Figure 1. Close-up of the layout.
Region (41, 41) to (71, 71) µm. Cells in grey, sequential cells in the stronger grey; small squares are vias.
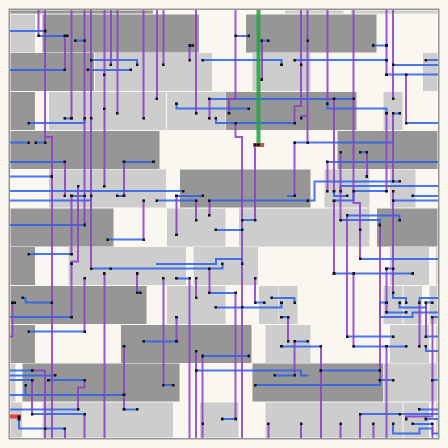
Figure 2. Logic cells by family.
Drawn at 3 px/µm.
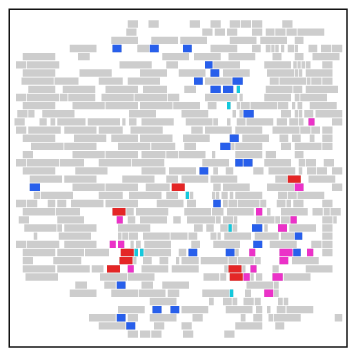
Figure 3. Placed standard cells.
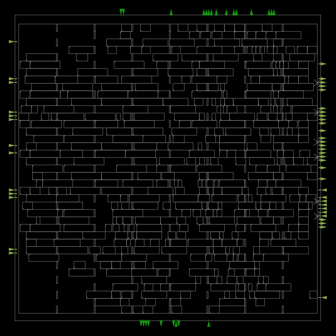
$ cat src/rtl/motion_pkg.sv
`timescale 1ns/1ps
`default_nettype none
// ============================================================================
// Module      : motion_pkg
// Description : Shared types and constants for the motion command sequencer:
//               sequencer states, queued command layout, axis count helpers.
// Revision    : 1.0 - initial release
// ============================================================================
package motion_pkg;

    localparam int         NUM_MOTORS = 6;
    localparam logic [5:0] ALL_CAL    = 6'h3F;
    localparam int         CMD_W      = 14;

    typedef enum logic [2:0] {
        ST_CAL_REQ    = 3'd0,
        ST_CAL_WAIT   = 3'd1,
        ST_IDLE       = 3'd2,
        ST_LOAD       = 3'd3,
        ST_START_WAIT = 3'd4,
        ST_RUN        = 3'd5,
        ST_PARK       = 3'd6
    } seq_state_t;

    typedef struct packed {
        logic [2:0] motor;
        logic [9:0] pulses;
        logic       dir;
    } motion_cmd_t;

    // A command is usable only for an existing axis and a non-zero move.
    function automatic logic cmd_is_legal(input motion_cmd_t c);
        return (c.motor < 3'(NUM_MOTORS)) && (c.pulses != 10'd0);
    endfunction

    // Axis index to one-hot select; out-of-range indices give all zeros.
    function automatic logic [NUM_MOTORS-1:0] motor_onehot(input logic [2:0] m);
        logic [NUM_MOTORS-1:0] oh;
        oh = '0;
        for (int i = 0; i < NUM_MOTORS; i++) begin
            oh[i] = (m == 3'(i));
        end
        return oh;
    endfunction

endpackage
`default_nettype wire

$ cat src/rtl/motion_sequencer_if.sv
`timescale 1ns/1ps
`default_nettype none
// ============================================================================
// Module      : motion_sequencer_if
// Description : Host-side move command channel (valid/ready handshake plus
//               motor index, pulse count and direction).
// Revision    : 1.0 - initial release
// ============================================================================
interface motion_sequencer_if;
    logic       cmd_valid;
    logic       cmd_ready;
    logic [2:0] cmd_motor;
    logic [9:0] cmd_pulses;
    logic       cmd_dir;

    modport master (output cmd_valid, cmd_motor, cmd_pulses, cmd_dir,
                    input  cmd_ready);
    modport slave  (input  cmd_valid, cmd_motor, cmd_pulses, cmd_dir,
                    output cmd_ready);
endinterface
`default_nettype wire

$ cat src/rtl/cmd_fifo.sv
`timescale 1ns/1ps
`default_nettype none
// ============================================================================
// Module      : cmd_fifo
// Description : Synchronous show-ahead FIFO for queued move commands. Pointers
//               carry one wrap bit so full and empty are told apart directly.
// Revision    : 1.0 - initial release
// ============================================================================
module cmd_fifo #(
    parameter int WIDTH = 14,
    parameter int DEPTH = 4
) (
    input  logic             sysclk,
    input  logic             rst_n,
    input  logic             push,
    input  logic [WIDTH-1:0] wdata,
    input  logic             pop,
    output logic [WIDTH-1:0] rdata,
    output logic             full,
    output logic             empty
);
    localparam int AW = $clog2(DEPTH);

    logic [WIDTH-1:0] r_mem [DEPTH];
    logic [AW:0]      r_wr_ptr;
    logic [AW:0]      r_rd_ptr;
    logic             w_do_push;
    logic             w_do_pop;

    assign empty     = (r_wr_ptr == r_rd_ptr);
    assign full      = (r_wr_ptr[AW] != r_rd_ptr[AW]) &&
                       (r_wr_ptr[AW-1:0] == r_rd_ptr[AW-1:0]);
    assign w_do_push = push && !full;
    assign w_do_pop  = pop && !empty;
    assign rdata     = r_mem[r_rd_ptr[AW-1:0]];

    // Pointer advance; reset empties the queue.
    always_ff @(posedge sysclk or negedge rst_n) begin
        if (!rst_n) begin
            r_wr_ptr <= '0;
            r_rd_ptr <= '0;
        end else begin
            if (w_do_push) r_wr_ptr <= r_wr_ptr + 1'b1;
            if (w_do_pop)  r_rd_ptr <= r_rd_ptr + 1'b1;
        end
    end

    // Storage write; contents need no reset since the pointers gate reads.
    always_ff @(posedge sysclk) begin
        if (w_do_push) r_mem[r_wr_ptr[AW-1:0]] <= wdata;
    end

endmodule
`default_nettype wire

$ cat src/rtl/motion_sequencer.sv
`timescale 1ns/1ps
`default_nettype none
// ============================================================================
// Module      : motion_sequencer
// Description : Command scheduler in front of the six-axis step-pulse
//               generator. Queues host moves, runs origin calibration, then
//               feeds one move at a time to the generator with parking gaps.
// Revision    : 1.0 - initial release
// ============================================================================
module motion_sequencer
    import motion_pkg::*;
#(
    parameter int FIFO_DEPTH    = 4,
    parameter int PARK_CYCLES   = 4,
    parameter int START_TIMEOUT = 255,
    parameter int INIT_PULSE    = 2
) (
    input  logic                    sysclk,
    input  logic                    rst_n,
    motion_sequencer_if.slave       host,
    input  logic                    recal,
    output logic                    pg_init,
    output logic [NUM_MOTORS-1:0]   pg_motor,
    output logic [9:0]              pg_pulse_num,
    output logic [NUM_MOTORS-1:0]   pg_dir,
    input  logic                    pg_busy,
    input  logic [NUM_MOTORS-1:0]   pg_init_flag,
    output logic                    calibrated,
    output logic [15:0]             moves_done,
    output logic                    err_timeout,
    output logic                    err_illegal
);
    // One shared cycle counter serves CAL_REQ, START_WAIT and PARK.
    localparam int CNT_MAX =
        (START_TIMEOUT > PARK_CYCLES) ?
            ((START_TIMEOUT > INIT_PULSE) ? START_TIMEOUT : INIT_PULSE) :
            ((PARK_CYCLES   > INIT_PULSE) ? PARK_CYCLES   : INIT_PULSE);
    localparam int CNT_W = $clog2(CNT_MAX + 1);

    seq_state_t        r_state;
    seq_state_t        w_state_nxt;
    logic [CNT_W-1:0]  r_cnt;
    logic              r_recal_pend;
    logic              r_ready_en;
    logic              r_init_q;
    motion_cmd_t       r_cmd;

    motion_cmd_t       w_host_cmd;
    motion_cmd_t       w_fifo_head;
    logic              w_full;
    logic              w_empty;
    logic              w_accept;
    logic              w_push;
    logic              w_pop;
    logic              w_recal_go;
    logic              w_enter_cal;
    logic              w_timeout;
    logic              w_move_done;
    logic [NUM_MOTORS-1:0] w_cmd_oh;

    // Ready comes only from registered state, never from this cycle's pop.
    assign host.cmd_ready = r_ready_en && !w_full;
    assign w_host_cmd     = {host.cmd_motor, host.cmd_pulses, host.cmd_dir};
    assign w_accept       = host.cmd_valid && host.cmd_ready;
    assign w_push         = w_accept && cmd_is_legal(w_host_cmd);
    assign w_recal_go     = r_recal_pend || recal;
    assign w_enter_cal    = (w_state_nxt == ST_CAL_REQ) && (r_state != ST_CAL_REQ);
    assign w_cmd_oh       = motor_onehot(r_cmd.motor);

    cmd_fifo #(
        .WIDTH (CMD_W),
        .DEPTH (FIFO_DEPTH)
    ) u_cmd_fifo (
        .sysclk (sysclk),
        .rst_n  (rst_n),
        .push   (w_push),
        .wdata  (w_host_cmd),
        .pop    (w_pop),
        .rdata  (w_fifo_head),
        .full   (w_full),
        .empty  (w_empty)
    );

    // State register.
    always_ff @(posedge sysclk or negedge rst_n) begin
        if (!rst_n) r_state <= ST_CAL_REQ;
        else        r_state <= w_state_nxt;
    end

    // Next-state decode plus single-cycle event strobes.
    always_comb begin
        w_state_nxt = r_state;
        w_pop       = 1'b0;
        w_timeout   = 1'b0;
        w_move_done = 1'b0;
        case (r_state)
            ST_CAL_REQ: begin
                if (r_cnt == CNT_W'(INIT_PULSE - 1)) w_state_nxt = ST_CAL_WAIT;
            end
            ST_CAL_WAIT: begin
                // Flags from a previous calibration are ignored until INIT has
                // been low for a full cycle.
                if ((pg_init_flag == ALL_CAL) && !pg_init && !r_init_q)
                    w_state_nxt = ST_IDLE;
            end
            ST_IDLE: begin
                if (w_recal_go) begin
                    w_state_nxt = ST_CAL_REQ;
                end else if (!w_empty) begin
                    w_state_nxt = ST_LOAD;
                    w_pop       = 1'b1;
                end
            end
            ST_LOAD: begin
                w_state_nxt = ST_START_WAIT;
            end
            ST_START_WAIT: begin
                if (pg_busy) begin
                    w_state_nxt = ST_RUN;
                end else if (r_cnt == CNT_W'(START_TIMEOUT)) begin
                    w_state_nxt = ST_PARK;
                    w_timeout   = 1'b1;
                end
            end
            ST_RUN: begin
                if (!pg_busy) begin
                    w_state_nxt = ST_PARK;
                    w_move_done = 1'b1;
                end
            end
            ST_PARK: begin
                if (r_cnt == CNT_W'(PARK_CYCLES - 1))
                    w_state_nxt = w_recal_go ? ST_CAL_REQ : ST_IDLE;
            end
            default: begin
                w_state_nxt = ST_CAL_REQ;
            end
        endcase
    end

    // Per-state cycle counter, cleared on every state change, saturating.
    always_ff @(posedge sysclk or negedge rst_n) begin
        if (!rst_n)                        r_cnt <= '0;
        else if (w_state_nxt != r_state)   r_cnt <= '0;
        else if (r_cnt != {CNT_W{1'b1}})   r_cnt <= r_cnt + 1'b1;
    end

    // Remember a recalibration request until an IDLE or PARK exit honours it.
    always_ff @(posedge sysclk or negedge rst_n) begin
        if (!rst_n)           r_recal_pend <= 1'b0;
        else if (w_enter_cal) r_recal_pend <= 1'b0;
        else if (recal)       r_recal_pend <= 1'b1;
    end

    // Capture the FIFO head as it is popped; decoded during LOAD.
    always_ff @(posedge sysclk or negedge rst_n) begin
        if (!rst_n)     r_cmd <= '0;
        else if (w_pop) r_cmd <= w_fifo_head;
    end

    // Generator move inputs: loaded in LOAD, held through START_WAIT/RUN,
    // zero everywhere else so repeated moves still look like a new request.
    always_ff @(posedge sysclk or negedge rst_n) begin
        if (!rst_n) begin
            pg_motor     <= '0;
            pg_pulse_num <= '0;
            pg_dir       <= '0;
        end else if (r_state == ST_LOAD) begin
            pg_motor     <= w_cmd_oh;
            pg_pulse_num <= r_cmd.pulses;
            pg_dir       <= r_cmd.dir ? w_cmd_oh : '0;
        end else if ((w_state_nxt != ST_START_WAIT) && (w_state_nxt != ST_RUN)) begin
            pg_motor     <= '0;
            pg_pulse_num <= '0;
            pg_dir       <= '0;
        end
    end

    // INIT is high for exactly the cycles following each CAL_REQ cycle.
    always_ff @(posedge sysclk or negedge rst_n) begin
        if (!rst_n) begin
            pg_init  <= 1'b0;
            r_init_q <= 1'b0;
        end else begin
            pg_init  <= (r_state == ST_CAL_REQ);
            r_init_q <= pg_init;
        end
    end

    // Host-visible status and the post-reset ready enable.
    always_ff @(posedge sysclk or negedge rst_n) begin
        if (!rst_n) begin
            calibrated  <= 1'b0;
            err_timeout <= 1'b0;
            err_illegal <= 1'b0;
            moves_done  <= '0;
            r_ready_en  <= 1'b0;
        end else begin
            r_ready_en  <= 1'b1;
            err_illegal <= w_accept && !cmd_is_legal(w_host_cmd);
            if (w_enter_cal)
                calibrated <= 1'b0;
            else if ((r_state == ST_CAL_WAIT) && (w_state_nxt == ST_IDLE))
                calibrated <= 1'b1;
            if (w_enter_cal)    err_timeout <= 1'b0;
            else if (w_timeout) err_timeout <= 1'b1;
            if (w_move_done)    moves_done  <= moves_done + 16'd1;
        end
    end

endmodule
`default_nettype wire

$ cat src/flat_wrapper.sv
// flat-port wrapper written by rule: the top's interface ports become plain ports
module motion_sequencer_flat import motion_pkg::*;
#(
    parameter int FIFO_DEPTH    = 4,
    parameter int PARK_CYCLES   = 4,
    parameter int START_TIMEOUT = 255,
    parameter int INIT_PULSE    = 2
)
  (sysclk, rst_n, recal, pg_init, pg_motor, pg_pulse_num, pg_dir, pg_busy, pg_init_flag, calibrated, moves_done, err_timeout, err_illegal, host_cmd_valid, host_cmd_motor, host_cmd_pulses, host_cmd_dir, host_cmd_ready);
  motion_sequencer_if host_i ();
  input  logic sysclk;
  input  logic rst_n;
  input  logic recal;
  output logic pg_init;
  output logic [NUM_MOTORS-1:0] pg_motor;
  output logic [9:0] pg_pulse_num;
  output logic [NUM_MOTORS-1:0] pg_dir;
  input  logic pg_busy;
  input  logic [NUM_MOTORS-1:0] pg_init_flag;
  output logic calibrated;
  output logic [15:0] moves_done;
  output logic err_timeout;
  output logic err_illegal;
  input wire logic [$bits(host_i.cmd_valid)-1:0] host_cmd_valid;
  input wire logic [$bits(host_i.cmd_motor)-1:0] host_cmd_motor;
  input wire logic [$bits(host_i.cmd_pulses)-1:0] host_cmd_pulses;
  input wire logic [$bits(host_i.cmd_dir)-1:0] host_cmd_dir;
  output wire logic [$bits(host_i.cmd_ready)-1:0] host_cmd_ready;
  assign host_i.cmd_valid = host_cmd_valid;
  assign host_i.cmd_motor = host_cmd_motor;
  assign host_i.cmd_pulses = host_cmd_pulses;
  assign host_i.cmd_dir = host_cmd_dir;
  assign host_cmd_ready = host_i.cmd_ready;
  motion_sequencer #(.FIFO_DEPTH(FIFO_DEPTH), .PARK_CYCLES(PARK_CYCLES), .START_TIMEOUT(START_TIMEOUT), .INIT_PULSE(INIT_PULSE)) u_core (.sysclk(sysclk), .rst_n(rst_n), .host(host_i), .recal(recal), .pg_init(pg_init), .pg_motor(pg_motor), .pg_pulse_num(pg_pulse_num), .pg_dir(pg_dir), .pg_busy(pg_busy), .pg_init_flag(pg_init_flag), .calibrated(calibrated), .moves_done(moves_done), .err_timeout(err_timeout), .err_illegal(err_illegal));
endmodule
$ cat config.mk
export PLATFORM = sky130hd
export DESIGN_NAME = motion_sequencer_flat
export DESIGN_NICKNAME = d
export VERILOG_FILES = /design/src/rtl/motion_pkg.sv /design/src/rtl/motion_sequencer_if.sv /design/src/rtl/cmd_fifo.sv /design/src/rtl/motion_sequencer.sv /design/src/flat_wrapper.sv
export SDC_FILE = /design/constraint.sdc
export NUM_CORES = 1
export LEC_CHECK = 0
export ABC_CLOCK_PERIOD_IN_PS = 2800
export CAP_MARGIN = 20
export CORE_UTILIZATION = 45
export CTS_BUF_LIST = sky130_fd_sc_hd__clkbuf_8 sky130_fd_sc_hd__clkbuf_16
export DETAILED_ROUTE_END_ITERATION = 12
export PLACE_DENSITY_LB_ADDON = 0.2
export SYNTH_ARGS = -nofsm -noshare
export SYNTH_HDL_FRONTEND = slang
export SYNTH_SLANG_ARGS = --single-unit
$ cat constraint.sdc
create_clock -name sysclk -period 2.8 [get_ports sysclk]
set_input_delay 0.56 -clock sysclk [delete_from_list [all_inputs] [get_ports sysclk]]
set_output_delay 0.56 -clock sysclk [all_outputs]
set_load 0.005 [all_outputs]
==> flow_metrics.tcl <==
# yosys + openroad results
set metrics [dict create \
    slowest_stage "and2_1" \
    hold_class "in2async" \
    r2r_end "u_core.u_cmd_fifo.r_mem[1][8]$_DFFE_PP_" \
    ys_seq_share_pct 65.7 \
    die_w_um 112 \
    crit_path_end_kind "flip-flop" \
    clkSlewWorstSetupHoldPaths_ns 0.06 \
    fp_util_pct 47.0 \
    worst_slew_pin_slew_ns 0.954 \
    cts_tree "yes" \
    drc 6 \
    grtUsageMet3_pct 5.89 \
    io_buffers 67 \
    grt_pass1_vias 3279 \
    nets 470 \
    boundaryPins 68 \
    viasPerCell 5.41 \
    yosysMostFrequentCell "dfrtp_1" \
    cts_inserted_buffers 17 \
    fin_setup_tns_ns 0 \
    ys.flop_type "dfrtp_1" \
    total_power_w 0.00586 \
    outcome "finished with violations" \
    violations "DRC" \
    grtUsageMet1_pct 22.7 \
]
## Picture notes: Figure 1
layer	colour
metal 3	red
metal 4	green
metal 1	blue
metal 2	purple
cells with their middle in the window	37
netlist names of flops here include	u_core.u_cmd_fifo.r_mem (6), u_core.r_cmd (3), u_core.u_cmd_fifo.r_rd_ptr (2)
most frequent	dfrtp_1 (6), edfxtp_1 (6)
sequential cells in the window	12

## Picture notes: Figure 2
family	colour	cells
and/or cells	magenta	17
non-inverting ao/oa cells	blue	28
inv cells	cyan	7
fa/ha/maj cells	red	8
final std cells w/o fill: 593
combinational share of cell area: 25.7%
dominant logic cell type in the layout: dfrtp_1

## Picture notes: Figure 3
final core occ: 59.4%
Seq/total area: 51.9%

-- state kept, by name, summed over array words and instances, names as in the netlist --
name and count:
u_core.u_cmd_fifo.r_rd_ptr 3, u_core.r_cnt 8, u_core.calibrated 1, u_core.u_cmd_fifo.r_mem 56
u_core.r_recal_pend 1, u_core.pg_dir 6, u_core.pg_motor 6, u_core.err_timeout 1
u_core.r_ready_en 1, u_core.r_cmd 14, u_core.pg_init 1, u_core.err_illegal 1
u_core.r_state 3, u_core.pg_pulse_num 10, u_core.r_init_q 1, u_core.u_cmd_fifo.r_wr_ptr 3
u_core.moves_done 16
-- where the power goes --
part / internal [W] / switching, W
logic: 0.000575 / 0.000576
clock network: 0.00132 / 0.000834
registers: 0.00229 / 0.000258
total: 0.00419 / 0.00167
-- layout by cell type, fill, tap and decap left out, types with 3 or more instances in the layout --
cell,count
dfrtp_1,76
clkdlybuf4s50_1,66
edfxtp_1,56
nand2_1,21
nor2_1,17
clkbuf_16,17
mux2_2,16
xor2_1,14
a22o_1,13
nor3_1,12
mux4_2,12
xnor2_1,11
buf_4,10
inv_1,9
ha_1,8
nand4_1,6
and2_1,6
a32o_1,5
nand3_1,5
nor4_1,4
o21ai_0,4
nor2b_1,4
and3_1,3
a21o_1,3
and4_1,3
inv_6,3
clkinv_4,3
-- per-stage QoR --
step / hold slack, ns / cell area, µm² / cells
floorplan: 0.264 / 5460 / 354
global placement: 0.382 / 6320 / 561
detailed placement: 0.397 / 6320 / 561
CTS: 0.340 / 6900 / 593
global route: 0.383 / 6900 / 593
finish: 0.303 / 6900 / 593
-- layout make-up --
cell class	count	area, µm²	area share [%]
Timing Repair Buffer	77	756	10.9
Tap cell	143	179	2.59
Multi-Input combinational cell	202	1780	25.7
Clock buffer	17	425	6.16
Inverter	7	26.3	0.381
Sequential cell	132	3580	51.9
Clock inverter	15	156	2.27
-- cells by family after synthesis --
group,count (synthesis),synth area share (%)
flip-flops,132,65.7
other,1,0.0687
buffers and inverters,20,1.79
multiplexers,32,9.81
XOR/XNOR,27,4.61
adder cells (fa/ha/maj),8,1.83
AND/OR/NAND/NOR,93,9.40
AND-OR/OR-AND,41,6.81
-- worst max-delay path, delay by kind of cell --
kind                   cells  cell delay (ns)
AND/OR/NAND/NOR            3             1.05
buffers and inverters      1             0.53
AND-OR/OR-AND              1             0.30
-- worst max-delay path by stage --
stage                                                    from                                 endpoint  slack (ns)
finish                                     host_cmd_pulses[3]  u_core.u_cmd_fifo.r_mem[1][8]$_DFFE_PP_        0.38
detailed placement                         host_cmd_pulses[3]  u_core.u_cmd_fifo.r_mem[3][3]$_DFFE_PP_       -0.05
global placement                           host_cmd_pulses[2]  u_core.u_cmd_fifo.r_mem[3][3]$_DFFE_PP_        0.03
global route                               host_cmd_pulses[3]  u_core.u_cmd_fifo.r_mem[1][7]$_DFFE_PP_        0.22
floorplan           u_core.u_cmd_fifo.r_rd_ptr[0]$_DFFE_PN0P_  u_core.u_cmd_fifo.r_mem[3][0]$_DFFE_PP_        0.73
CTS                                        host_cmd_pulses[3]  u_core.u_cmd_fifo.r_mem[3][8]$_DFFE_PP_        0.38
Power and IR drop assume default switching activity.
